**config.mk**
```make
export PLATFORM = sky130hd
export DESIGN_NAME = mem_stage_flat
export DESIGN_NICKNAME = d
export VERILOG_FILES = /design/src/rtl/mem_stage_pkg.sv /design/src/rtl/mem_stage_if.sv /design/src/rtl/mem_stage_branch_eval.sv /design/src/rtl/mem_stage.sv /design/src/flat_wrapper.sv
export SDC_FILE = /design/constraint.sdc
export NUM_CORES = 1
export LEC_CHECK = 0
export CAP_MARGIN = 20
export CORE_MARGIN = 5
export CORE_UTILIZATION = 43
export CTS_BUF_LIST = sky130_fd_sc_hd__clkbuf_16
export CTS_CLUSTER_SIZE = 24
export DETAILED_ROUTE_END_ITERATION = 6
export PLACE_DENSITY = 0.94
export SYNTH_ARGS = -nofsm -noshare
export SYNTH_HDL_FRONTEND = slang
export SYNTH_SLANG_ARGS = --single-unit
```
**constraint.sdc**
```tcl
create_clock -name clk -period 4.3 [get_ports clk]
set_input_delay 0.86 -clock clk [delete_from_list [all_inputs] [get_ports clk]]
set_output_delay 0.86 -clock clk [all_outputs]
set_load 0.03 [all_outputs]
```
**src/rtl/mem_stage_pkg.sv**
```systemverilog
// Shared encodings for the MEM stage: memory-op and branch codes, ALU flag
// positions and the access state machine states.
package mem_stage_pkg;

    typedef enum logic [1:0] {
        MEM_NONE  = 2'd0,
        MEM_LOAD  = 2'd1,
        MEM_STORE = 2'd2,
        MEM_RSVD  = 2'd3
    } mem_op_e;

    localparam logic [3:0] BR_NONE   = 4'd0;
    localparam logic [3:0] BR_ALWAYS = 4'd1;
    localparam logic [3:0] BR_EQ     = 4'd2;
    localparam logic [3:0] BR_NE     = 4'd3;
    localparam logic [3:0] BR_LT     = 4'd4;
    localparam logic [3:0] BR_GE     = 4'd5;

    // alu_cond is packed {N,Z,C,V}
    localparam int FLAG_N = 3;
    localparam int FLAG_Z = 2;
    localparam int FLAG_C = 1;
    localparam int FLAG_V = 0;

    typedef enum logic {
        ST_IDLE = 1'b0,
        ST_WAIT = 1'b1
    } state_e;

    function automatic logic is_mem_op(input logic [1:0] op);
        return (op == MEM_LOAD) || (op == MEM_STORE);
    endfunction

endpackage

```
**src/rtl/mem_stage_if.sv**
```systemverilog
// Data-memory request/acknowledge bus between the MEM stage and the memory.
interface mem_stage_if #(
    parameter int DATA_W = 32
);
    logic              req;
    logic              we;
    logic [DATA_W-1:0] addr;
    logic [DATA_W-1:0] wdata;
    logic [DATA_W-1:0] rdata;
    logic              ack;

    modport master (output req, we, addr, wdata, input rdata, ack);
    modport slave  (input req, we, addr, wdata, output rdata, ack);
endinterface

```
**src/rtl/mem_stage_branch_eval.sv**
```systemverilog
// Combinational branch resolution from branch code and ALU flags; kept
// standalone so hazard/forwarding logic can reuse the same decision.
module mem_stage_branch_eval
    import mem_stage_pkg::*;
(
    input  logic [3:0] br,
    input  logic [3:0] alu_cond,
    output logic       taken
);

    logic lt;
    logic unused_carry;

    assign lt           = alu_cond[FLAG_N] ^ alu_cond[FLAG_V];
    assign unused_carry = alu_cond[FLAG_C];

    always_comb begin
        case (br)
            BR_ALWAYS: taken = 1'b1;
            BR_EQ:     taken = alu_cond[FLAG_Z];
            BR_NE:     taken = !alu_cond[FLAG_Z];
            BR_LT:     taken = lt;
            BR_GE:     taken = !lt;
            default:   taken = 1'b0;
        endcase
    end

endmodule

```
**src/rtl/mem_stage.sv**
```systemverilog
// MEM pipeline stage: resolves branches, runs the data-memory handshake with
// timeout, and registers the MEM/WB entry.
module mem_stage
    import mem_stage_pkg::*;
#(
    parameter int DATA_W  = 32,
    parameter int RD_W    = 6,
    parameter int TIMEOUT = 16
) (
    input  logic              clk,
    input  logic              rst,
    input  logic              in_valid,
    input  logic [3:0]        br,
    input  logic [3:0]        alu_cond,
    input  logic [DATA_W-1:0] alu,
    input  logic [DATA_W-1:0] adder,
    input  logic [DATA_W-1:0] immediate,
    input  logic [DATA_W-1:0] store_data,
    input  logic [1:0]        mem_op,
    input  logic [RD_W-1:0]   rd,
    output logic              stall,
    output logic              branch_taken,
    output logic [DATA_W-1:0] branch_target,
    mem_stage_if.master       dmem,
    output logic              wb_valid,
    output logic              wb_we,
    output logic [DATA_W-1:0] wb_data,
    output logic [RD_W-1:0]   wb_rd,
    output logic              mem_err
);

    localparam int CNT_W = (TIMEOUT > 1) ? $clog2(TIMEOUT) : 1;

    state_e            state_q, state_d;
    logic [CNT_W-1:0]  cnt_q, cnt_d;
    logic              req_q, req_d;
    logic              we_q, we_d;
    logic [DATA_W-1:0] addr_q, addr_d;
    logic [DATA_W-1:0] wdata_q, wdata_d;
    logic [RD_W-1:0]   rd_cap_q, rd_cap_d;
    logic              branch_taken_q, branch_taken_d;
    logic [DATA_W-1:0] branch_target_q, branch_target_d;
    logic              wb_valid_q, wb_valid_d;
    logic              wb_we_q, wb_we_d;
    logic [DATA_W-1:0] wb_data_q, wb_data_d;
    logic [RD_W-1:0]   wb_rd_q, wb_rd_d;
    logic              mem_err_q, mem_err_d;

    logic taken;
    logic aligned;
    logic timeout_hit;
    logic unused_imm;

    mem_stage_branch_eval u_branch_eval (
        .br       (br),
        .alu_cond (alu_cond),
        .taken    (taken)
    );

    assign unused_imm  = ^immediate;
    assign aligned     = (alu[1:0] == 2'b00);
    assign timeout_hit = (state_q == ST_WAIT) && (cnt_q == CNT_W'(TIMEOUT - 1));

    // Drops in the completing WAIT cycle so upstream advances on that same edge.
    assign stall = ((state_q == ST_IDLE) && in_valid && is_mem_op(mem_op) && aligned) ||
                   ((state_q == ST_WAIT) && !dmem.ack && !timeout_hit);

    always_comb begin
        state_d         = state_q;
        cnt_d           = cnt_q;
        req_d           = req_q;
        we_d            = we_q;
        addr_d          = addr_q;
        wdata_d         = wdata_q;
        rd_cap_d        = rd_cap_q;
        branch_taken_d  = 1'b0;
        branch_target_d = branch_target_q;
        wb_valid_d      = 1'b0;
        wb_we_d         = 1'b0;
        wb_data_d       = wb_data_q;
        wb_rd_d         = wb_rd_q;
        mem_err_d       = mem_err_q;

        case (state_q)
            ST_IDLE: begin
                if (in_valid) begin
                    branch_taken_d = taken;
                    if (taken) begin
                        branch_target_d = adder;
                    end
                    if (is_mem_op(mem_op) && aligned) begin
                        req_d    = 1'b1;
                        we_d     = (mem_op == MEM_STORE);
                        addr_d   = alu;
                        wdata_d  = store_data;
                        rd_cap_d = rd;
                        cnt_d    = '0;
                        state_d  = ST_WAIT;
                    end else if (is_mem_op(mem_op)) begin
                        mem_err_d  = 1'b1;
                        wb_valid_d = 1'b1;
                        wb_data_d  = alu;
                        wb_rd_d    = rd;
                    end else begin
                        wb_valid_d = 1'b1;
                        wb_we_d    = (br == BR_NONE) && (rd != '0);
                        wb_data_d  = alu;
                        wb_rd_d    = rd;
                    end
                end
            end
            ST_WAIT: begin
                // Ack takes priority over a timeout landing on the same cycle.
                if (dmem.ack) begin
                    req_d      = 1'b0;
                    we_d       = 1'b0;
                    wb_valid_d = 1'b1;
                    wb_rd_d    = rd_cap_q;
                    if (!we_q) begin
                        wb_data_d = dmem.rdata;
                        wb_we_d   = (rd_cap_q != '0);
                    end
                    cnt_d   = '0;
                    state_d = ST_IDLE;
                end else if (timeout_hit) begin
                    req_d      = 1'b0;
                    we_d       = 1'b0;
                    mem_err_d  = 1'b1;
                    wb_valid_d = 1'b1;
                    wb_rd_d    = rd_cap_q;
                    cnt_d      = '0;
                    state_d    = ST_IDLE;
                end else begin
                    cnt_d = cnt_q + CNT_W'(1);
                end
            end
            default: state_d = ST_IDLE;
        endcase
    end

    always_ff @(posedge clk) begin
        if (rst) begin
            state_q         <= ST_IDLE;
            cnt_q           <= '0;
            req_q           <= 1'b0;
            we_q            <= 1'b0;
            addr_q          <= '0;
            wdata_q         <= '0;
            rd_cap_q        <= '0;
            branch_taken_q  <= 1'b0;
            branch_target_q <= '0;
            wb_valid_q      <= 1'b0;
            wb_we_q         <= 1'b0;
            wb_data_q       <= '0;
            wb_rd_q         <= '0;
            mem_err_q       <= 1'b0;
        end else begin
            state_q         <= state_d;
            cnt_q           <= cnt_d;
            req_q           <= req_d;
            we_q            <= we_d;
            addr_q          <= addr_d;
            wdata_q         <= wdata_d;
            rd_cap_q        <= rd_cap_d;
            branch_taken_q  <= branch_taken_d;
            branch_target_q <= branch_target_d;
            wb_valid_q      <= wb_valid_d;
            wb_we_q         <= wb_we_d;
            wb_data_q       <= wb_data_d;
            wb_rd_q         <= wb_rd_d;
            mem_err_q       <= mem_err_d;
        end
    end

    assign dmem.req      = req_q;
    assign dmem.we       = we_q;
    assign dmem.addr     = addr_q;
    assign dmem.wdata    = wdata_q;
    assign branch_taken  = branch_taken_q;
    assign branch_target = branch_target_q;
    assign wb_valid      = wb_valid_q;
    assign wb_we         = wb_we_q;
    assign wb_data       = wb_data_q;
    assign wb_rd         = wb_rd_q;
    assign mem_err       = mem_err_q;

endmodule

```
**src/flat_wrapper.sv**
```systemverilog
// flat-port wrapper written by rule: the top's interface ports become plain ports
module mem_stage_flat import mem_stage_pkg::*;
#(
    parameter int DATA_W  = 32,
    parameter int RD_W    = 6,
    parameter int TIMEOUT = 16
)
  (clk, rst, in_valid, br, alu_cond, alu, adder, immediate, store_data, mem_op, rd, stall, branch_taken, branch_target, wb_valid, wb_we, wb_data, wb_rd, mem_err, dmem_req, dmem_we, dmem_addr, dmem_wdata, dmem_rdata, dmem_ack);
  mem_stage_if #(.DATA_W(DATA_W)) dmem_i ();
  input  logic clk;
  input  logic rst;
  input  logic in_valid;
  input  logic [3:0] br;
  input  logic [3:0] alu_cond;
  input  logic [DATA_W-1:0] alu;
  input  logic [DATA_W-1:0] adder;
  input  logic [DATA_W-1:0] immediate;
  input  logic [DATA_W-1:0] store_data;
  input  logic [1:0] mem_op;
  input  logic [RD_W-1:0] rd;
  output logic stall;
  output logic branch_taken;
  output logic [DATA_W-1:0] branch_target;
  output logic wb_valid;
  output logic wb_we;
  output logic [DATA_W-1:0] wb_data;
  output logic [RD_W-1:0] wb_rd;
  output logic mem_err;
  output wire logic [$bits(dmem_i.req)-1:0] dmem_req;
  output wire logic [$bits(dmem_i.we)-1:0] dmem_we;
  output wire logic [$bits(dmem_i.addr)-1:0] dmem_addr;
  output wire logic [$bits(dmem_i.wdata)-1:0] dmem_wdata;
  input wire logic [$bits(dmem_i.rdata)-1:0] dmem_rdata;
  input wire logic [$bits(dmem_i.ack)-1:0] dmem_ack;
  assign dmem_req = dmem_i.req;
  assign dmem_we = dmem_i.we;
  assign dmem_addr = dmem_i.addr;
  assign dmem_wdata = dmem_i.wdata;
  assign dmem_i.rdata = dmem_rdata;
  assign dmem_i.ack = dmem_ack;
  mem_stage #(.DATA_W(DATA_W), .RD_W(RD_W), .TIMEOUT(TIMEOUT)) u_core (.clk(clk), .rst(rst), .in_valid(in_valid), .br(br), .alu_cond(alu_cond), .alu(alu), .adder(adder), .immediate(immediate), .store_data(store_data), .mem_op(mem_op), .rd(rd), .stall(stall), .branch_taken(branch_taken), .branch_target(branch_target), .dmem(dmem_i), .wb_valid(wb_valid), .wb_we(wb_we), .wb_data(wb_data), .wb_rd(wb_rd), .mem_err(mem_err));
endmodule
```
**Track usage over the die**

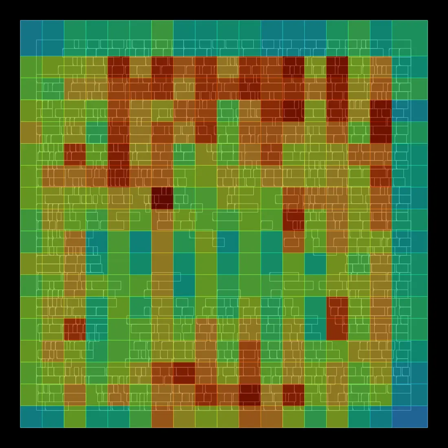
final standard cell utilization of the core: 69.3%
met2 layer usage reported by global route: 40.6%
GRT Max-Usage Layer: met2
met1 usage in global routing: 24.3%

**Wires at chosen ports, followed through buffers**

Scale bar: 50 um.
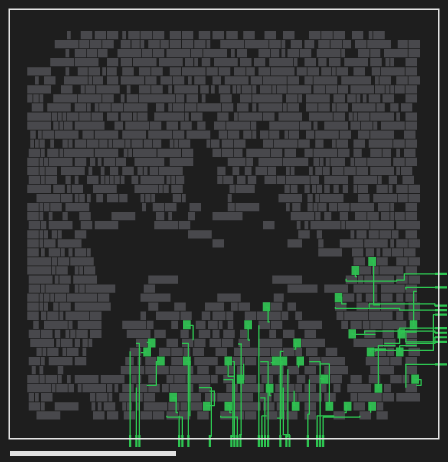
| color | port | bits | direction | edge | end cells | buffers | wire |
|---|---|---|---|---|---|---|---|
| green | adder | 32 | input | 22 bottom, 10 right | 32 | 32 | 852 um |

==> notes.md <==
The synthesis and place-and-route flow finished, so here is a summary.

The compound-gate portion of the synthesized area is between 10% and 20%. The average instance area after synthesis came out at 9.24 sq um. The initial core utilization is a little over two fifths.

The count of nets left with antenna violations once routing finished came out at 0. The tree is rooted in a clkbuf_16. The commonest cells after synthesis are dfxtp_1 (151), nand2_1 (81), nor2_1 (79).

The main area contributors are dfxtp_1 (50%), mux2i_1 (12%), nand2b_1 (6.8%). By instance count, the leading cell after synthesis is dfxtp_1. The die is approximately 130 um tall. The final timing summary puts the cycle share of the worst path at about 80%. The number of sequential cells is approximately 150. The width of the die came out at approximately 130 um. Counting both buffers and inverters, the worst setup path holds a total of 3. The clock share of power is 40.9%. The count of yosys warnings during synthesis came out at 0. On met3, the global router reports a usage of under 10%.

During placement, the flow inserted port buffers numbering around 290. The power in the clock group came out at ~1.4 mW. The startpoint kind of the worst setup timing path is an input pin.

The total track usage is 23.0%. STA classifies the critical path endpoint as an output pin. After detailed routing, the wire length on met1 is about 7300 um. The non-filler instance count after layout came out at between 1000 and 1500. The sequential power is roughly 1.5 mW.

The share of the synthesized area in the top cell type is 50.0%. The time the worst path needs with I/O delays and setup is about 3.4 ns. The share of post-route cells with drive strength above 1 came out at between 5 and 6%. The setup clock skew after layout came out at about 0.0078 ns. The relative slew slack came out at between 20% and 30%. In this run the worst hold path is classified as flip-flop to flip-flop. The script extracted a net switching power of approximately 0.90 mW.

The total of hold buffers inserted after clock tree synthesis is 0. The final-layout clock-cell area share is 5.87%. The number of nets in the finished design is about 1100.

The post-synthesis simple-gate area fraction is a little under a fifth. Looking at the cell usage after synthesis, the top flip-flop cell is dfxtp_1. The count of placed standard cells including taps came out at 1078. The launch point of the critical path was reported as mem_op[0]. The sum of met2 wire segment lengths after detailed routing came out at 9700 um.

The slack of the critical path came out at a little over 0.9 ns. The analysis attributes to cell leakage a power of approximately 3.3 nW. The clock latency reported for the late side of the worst-skew pair came out at approximately 0.41 ns. The placement-stage worst setup slack is between 0.9 and 1 ns. Per STA, the worst path is made up of clkdlybuf4s50_1 -> inv_1 -> ha_1 -> nor3_1 -> nand2_2 -> nand2_1 -> buf_4. The total count of hold-check failures in the final report came out at 0. Looking at area per cell type in the netlist, the leader is dfxtp_1. The standard-cell row count came out at 43. The biggest power consumer among the groups is sequential cells. Leaving out the clock tree, the finished layout contains a buffer count of a little under 300. The clock edge transition at the registers on the reported setup and hold paths came out at approximately 0.06 ns. The class occupying the most area after layout is reported as flip-flops and latches.

The count of inverters not on the clock network in the layout is 2. The starting DRC count in detailed routing came out at 339. The library cells used most frequently in the layout, excluding fill and tap cells, are clkdlybuf4s50_1 (285), dfxtp_1 (150), nand2_1 (80), nor2_1 (79), mux2i_1 (71). The share of synthesized cell area in full adder, half adder and majority cells came out at less than 1%.

The number of endpoints failing setup at the final stage came out at 0. The initial antenna violation count is 0. Dividing the detail-routed wire length by the instance count gives 17.5 um.

The timing report attributes the biggest portion of critical-path delay to buffers and inverters. After layout the signal buffers, clock cells excluded, come to between 30% and 40% of cell area. The largest net degree at the start of global routing came out at 126. The area of the core came out at ~14000 sq um. The total of clock buffers placed in the layout is 17. The xor-xnor portion of the synthesized cell area came out at less than 1%. After detailed routing, no signal wire sits above met4. The setup slack on the worst flop-to-flop path is 1.73 ns. In this run, power in combinational logic comes to between 0.5 and 0.6 mW. The endpoint of the worst hold-timing path is u_core.dmem.wdata[4]$_SDFFE_PP0P_.

The slew of the pin with the lowest slew margin came out at between 1 and 1.5 ns. Looking at the critical path, the single cell with the biggest stage delay is clkdlybuf4s50_1. The startpoint of the most critical hold path is u_core.dmem.wdata[4]$_SDFFE_PP0P_. The number of max-capacitance violations reported came out at 0. The count of multi-input gates came out at between 400 and 500. The area of the mapped netlist came out at 6040 sq um. The critical path is of the input pin to output pin type. The data arrival at the endpoint of the critical path is around 2.5 ns. In the final timing run, aggregate negative setup slack is 0 ns. The first-pass GRT wire length is ~30000 um.

The delay contributed by the slowest stage of the critical path is roughly 0.45 ns. The proportion of synthesized chip area in sequential cells is approximately half. The post-CTS setup-driven buffer insertion count is 0. Per the post-synthesis report, the nets total between 800 and 900. The total half-perimeter wirelength after legalization and detailed placement came out at around 14000 um. The area growth from synthesis to layout is 58.6%. The number of antenna diodes came out at 0.

The final hold slack came out at approximately 0.45 ns. The number of enable-type register cells in the synthesized netlist came out at 0. The area after detailed placement is roughly 9000 sq um.

The post-route cell area came out at ~9600 sq um. Setup repair after global routing left no endpoint under its margin. The most common logic cell in the final layout is clkdlybuf4s50_1. The run finished with clean final reports. Per the timing report, the most critical flop-to-flop path finishes at u_core.wb_rd[1]$_SDFFE_PP0P_. The area recorded from the Yosys report for this design is slightly above 6000 sq um. The number of gates resized after cts came out at 0. The total power draw is around 3.5 mW. Per STA, the endpoint of the critical path is stall.

The fraction of synthesis flops using an asynchronous set or reset pin is 0%. The combinational share of cell area came out at between 20 and 30%. The total die size came out at approximately 17000 sq um. The sequential cell area is 3020 sq um. The warning total across the stage logs is around 60. The number of iterations in the first detailed-routing pass came out at 4. The total cells reported by yosys after synthesis came out at between 600 and 700. Per the CTS log, the maximum H-tree level is 4. The number of instances in the synthesized netlist came out at approximately 650.

The number of clock buffers inserted by TritonCTS came out at 17. The wire length on met3 came out at ~1700 um. Yosys reports the multiplexer fraction of the synthesized area as a little under an eighth. The final layout contains routed wiring with a total length of 19500 um. Based on the critical path, the design can be clocked at up to 295 MHz. The number of cells on the worst reg-to-reg path is 7. The count of pins on the block boundary is 321. The sequential cell fraction of total power is 42.7%.

In this run the deepest clock path goes through 2 buffers. The total via count after detailed routing is ~5800. The number of flip-flops and latches in the synthesized netlist is ~150. The total grt overflow is 0. The total area of multi-input combinational cells is between 2000 and 3000 sq um. The number of clock sinks came to approximately 150.

Among the non-sequential cells, simple AND/OR/NAND/NOR gates take the most area. The count of cell instances traversed by the critical path came out at 7. The sequential portion of the cell area is approximately a third.

The worst-case IR drop observed on VDD is about 0.35 mV. The number of fillers in the final layout came out at 1020. The areal power density over the cells came out at ~360 nW/um^2. The final max-slew violation count recorded for this run is 0. The largest fanout on the critical path came out at 5. The combinational power share came out at ~16%. The power report lists cell-internal power as 2.58 mW. The total number of tap cells came out at around 180. The via count of the first global-routing pass came to 5935. The post-detailed-route DRC marker count is 0. The count of different cell masters after synthesis is 34.
**M1 wires**

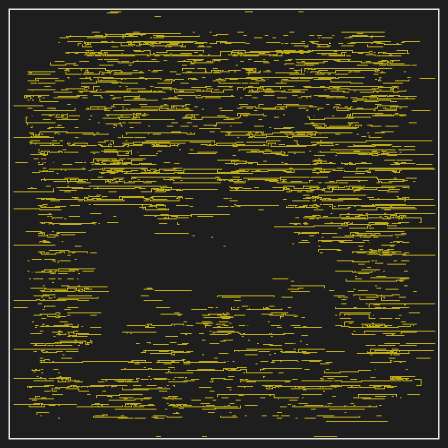
main direction: horizontal
wire length on this layer: 7260 um
nets with wire on the layer: 941
longest straight run: 29.0 um

**Clock distribution**

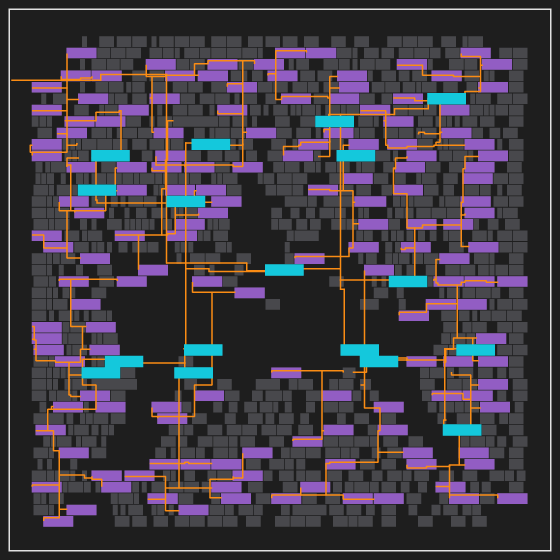
[purple] flip-flops | count: 151
[orange] clock wires | length: 1780 um
[cyan] clock-net drivers | count: 17
routed clock nets: 18

Power is estimated from default activity; no workload was simulated.
